Fig. 1: run 1, metal 3
The bar under the picture is 100 um long.
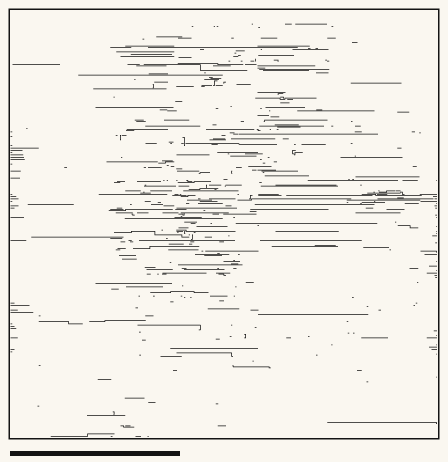
Fig. 2: run 1, cell classes on the final placement
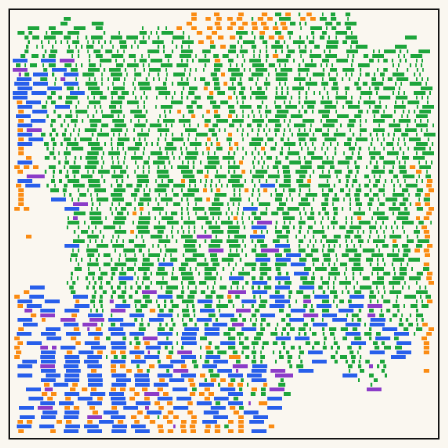
Fig. 3: run 1, metal 2
The bar under the picture is 100 um long.
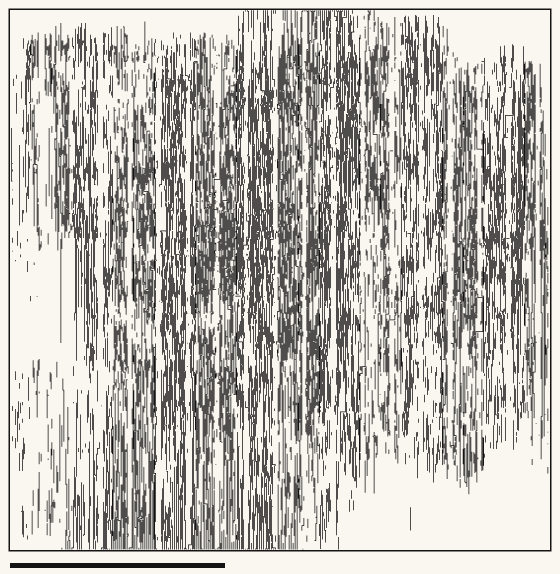
==> config.mk <==
export PLATFORM = sky130hd
export DESIGN_NAME = mul_exec_pipe_flat
export DESIGN_NICKNAME = d
export VERILOG_FILES = /design/src/rtl/mul_exec_pipe_if.sv /design/src/rtl/mul_exec_pipe.sv /design/src/flat_wrapper.sv
export SDC_FILE = /design/constraint.sdc
export NUM_CORES = 1
export LEC_CHECK = 0
export CELL_PAD_IN_SITES_DETAIL_PLACEMENT = 2
export CELL_PAD_IN_SITES_GLOBAL_PLACEMENT = 2
export CORE_UTILIZATION = 39
export DETAILED_ROUTE_END_ITERATION = 8
export PLACE_DENSITY = 0.84
export SKIP_LAST_GASP = 1
export SYNTH_ARGS = -nofsm -noshare
export SYNTH_HDL_FRONTEND = slang
export SYNTH_SLANG_ARGS = --single-unit
export TNS_END_PERCENT = 30
==> constraint.sdc <==
create_clock -name clk -period 9.1 [get_ports clk]
set_input_delay 0.91 -clock clk [delete_from_list [all_inputs] [get_ports clk]]
set_output_delay 0.91 -clock clk [all_outputs]
set_load 0.01 [all_outputs]
==> impl_metrics.tcl <==
# metrics dict for downstream scripts
set metrics [dict create \
    status "complete, no violations" \
    ys_warn_count 0 \
    maxCapViolCount 0 \
    route.detailed.drc 0 \
    ff_latch_area_sq_um 5881 \
    finalCritPeriodShare_pct 93.65 \
    wl_per_cell_um 27.40 \
    peakVddDrop_mv 0.2925 \
    fin_ws_ps 578.2 \
    die_area_sq_um 63210 \
    synthArstFlopShare_pct 100.0 \
    die_w_um 251.4 \
    combGateArea_sq_um 16130 \
    cts_tree "done" \
    ys_cells 2451 \
    setup_viol 0 \
    die_y_um 251.4 \
    crit_slowest_cell "mux2i_1" \
    avgViaCountPerCell 5.319 \
    grt_setup_unrepaired "false" \
    slew_violations 0 \
    cts-htree-levels 1 \
    worstPathBufferInverterCount 6 \
    area_delta_synth_final_pct 16.90 \
    cts_setup_buffers 0 \
    grt_start_max_net_pins 93 \
    synthCells 2451 \
    p_leak_nw 13.87 \
    worstPathRequired_ps 9570 \
    path_delay_family "adder cells" \
    ys_area_sq_um 24260 \
    slew_headroom_pct 4.987 \
    r2r_setup_slack_ps 580 \
    clk_pin_slew_ps 80 \
    end_kind "flop" \
    gp_congestion 0.9169 \
    synth_flops 235 \
    grt_overflow 0 \
    preCtsSetupSlack_ps 548.0 \
    max_freq_mhz 117.3 \
    port_buffers 213 \
    dpl.hpwl_um 76100 \
    num_io_pins 214 \
    grt_usage_pct 31.15 \
    min_period_ps 8522 \
    ys_types 53 \
    synth-edff-count 0 \
    fin_skew_ps 29.49 \
    clockRootBuffer "clkbuf_16" \
    insertion_delay_ps 570 \
    final_antenna_net_count 0 \
    hold_path.class "input pin to asynchronous set/reset pin" \
    critPathKind "flop to flop" \
    grt_pass1_wl_um 144700 \
    setup-tns-final_ps 0 \
    ys_seq_share_pct 24.24 \
    syn_avg_cell_area_sq_um 9.898 \
    clock-sinks 235 \
    drt-pass1-iter-count 7 \
    cp_common_cell "fa_1" \
    drive_gt1_share_pct 5.937 \
    fp.coreArea_sq_um 61600 \
    fp_util_pct 39.39 \
    ff_type "dfrtp_1" \
    critical_path.max_fanout 7 \
    cts_resized 0 \
    grt_pass1_vias 22440 \
    cts.path.max_buffers 3 \
    worst_pin_slew_ps 1386 \
    syn-cell-area_sq_um 24260 \
    antenna_found_initial 3 \
    fillerInstances 6473 \
    cts_hold_buf 0 \
    initialDrtViolationCount 1006 \
    cts_buffers 27 \
    cp.depth 26 \
    nets 3371 \
    slowest_delay_ps 700 \
    synth_nets 3164 \
    crit_path_start_kind "flop" \
    crit_arrival_ps 8990 \
    p_per_area_nw_per_um2 433.0 \
    hold_viol 0 \
    log.warning_count 26 \
    ff2ff_path_depth 26 \
]
## Picture notes: Fig. 1
- longest straight run: 87.6 um
- nets with wire on the layer: 259
- main direction: horizontal
- wire length on this layer: 4800 um
- share of all routed wire: 5.0%
Post-Route WL: 96370 um
vias: 18710
met3 Use GR: 4.127%

## Picture notes: Fig. 2
- orange: other buffers and delay cells (cells 255)
- purple: clock drivers and dummy loads (cells 49)
- green: all other logic (cells 2139)
- blue: flip-flops (cells 235)
num rows: 91
fraction of area in registers: 20.73%
post-layout instance area: 28360 sq um

## Picture notes: Fig. 3
- nets with wire on the layer: 3200
- longest straight run: 97.9 um
- main direction: vertical
- wire length on this layer: 48.9 mm
- share of all routed wire: 51%
GR Util met2: 55.38%

## run 1: logic make-up after synthesis
group	Yosys count	synth area share, %
AND-OR/OR-AND	160	4.275
flip-flops	235	24.24
XOR/XNOR	149	5.492
adder cells (fa/ha/maj)	588	41.34
buffers and inverters	576	9.397
AND/OR/NAND/NOR	636	10.50
multiplexers	107	4.760
## run 1: cells in the mapped netlist, drive strengths merged, types with 5 or more instances
library cell	number	share of area [%]
or3	5	0.13
and2	15	0.39
clkbuf	44	0.68
dfrtp	235	24
a21o	20	0.62
a21oi	60	1.2
mux2i	52	2.2
xnor2	122	4.4
ha	232	12
nand3	9	0.19
nor2	254	3.9
xor2	25	0.90
nor3	14	0.36
fa	356	29
o21ai	18	0.37
buf	33	1.0
mux2	55	2.6
o21bai	27	0.84
nand4	5	0.13
inv	499	7.7
nand2	317	4.9
## run 1: report_power, final
group	internal [mW]	switching, mW
clock	0.705	0.483
combinational	3.69	5.65
sequential	1.41	0.346
## run 1: layer usage
metal / share of wire (%) / vias up / global-route usage [%]
met5: 0.032 / - / 0
met4: 6.2 / 6 / 16.79
met3: 5.0 / 281 / 4.127
met2: 51 / 657 / 55.38
met1: 38 / 9912 / 36.46
li1: - / 7850 / -
## run 1: stage by stage
stage	cell area [sq um]	total power, mW	hold WS (ps)	util [%]	cells
3_5_place_dp	27390	10.84	336.3	44.47	3466
6_report	28360	12.28	273.3	46.04	3517
5_1_grt	28360	13.17	292.8	46.03	3515
2_1_floorplan	24260	7.563	331.2	-	2451
3_3_place_gp	27390	10.19	331.4	44.47	3466
4_1_cts	28350	12.37	288.8	46.03	3515
## run 1: cells in the final DEF (no fill, tap or decap), types with 5 or more instances in the layout
cell type / n
inv_1: 499
fa_1: 356
nand2_1: 317
nor2_1: 254
dfrtp_1: 235
ha_1: 232
clkdlybuf4s50_1: 212
xnor2_1: 122
a21oi_1: 60
mux2_2: 52
mux2i_1: 45
buf_4: 41
o21bai_1: 27
clkbuf_16: 27
xor2_1: 25
a21o_1: 20
o21ai_0: 18
and2_1: 15
nor3_1: 12
nand3_1: 9
mux2i_2: 7
nand4_1: 5
or3_1: 5
clkbuf_8: 5
## run 1: layout make-up
| cell class | count | share of cell area, % |
|---|---|---|
| tap | 837 | 3.693 |
| timing repair buffer | 255 | 8.691 |
| clock buffer | 34 | 2.651 |
| clock inverter | 15 | 0.7368 |
| sequential | 235 | 20.73 |
| multi-input combinational | 1640 | 56.87 |
| inverter | 499 | 6.604 |
| antenna | 2 | 0.01765 |
No activity file was given, so power comes from the tool's default toggle rates.
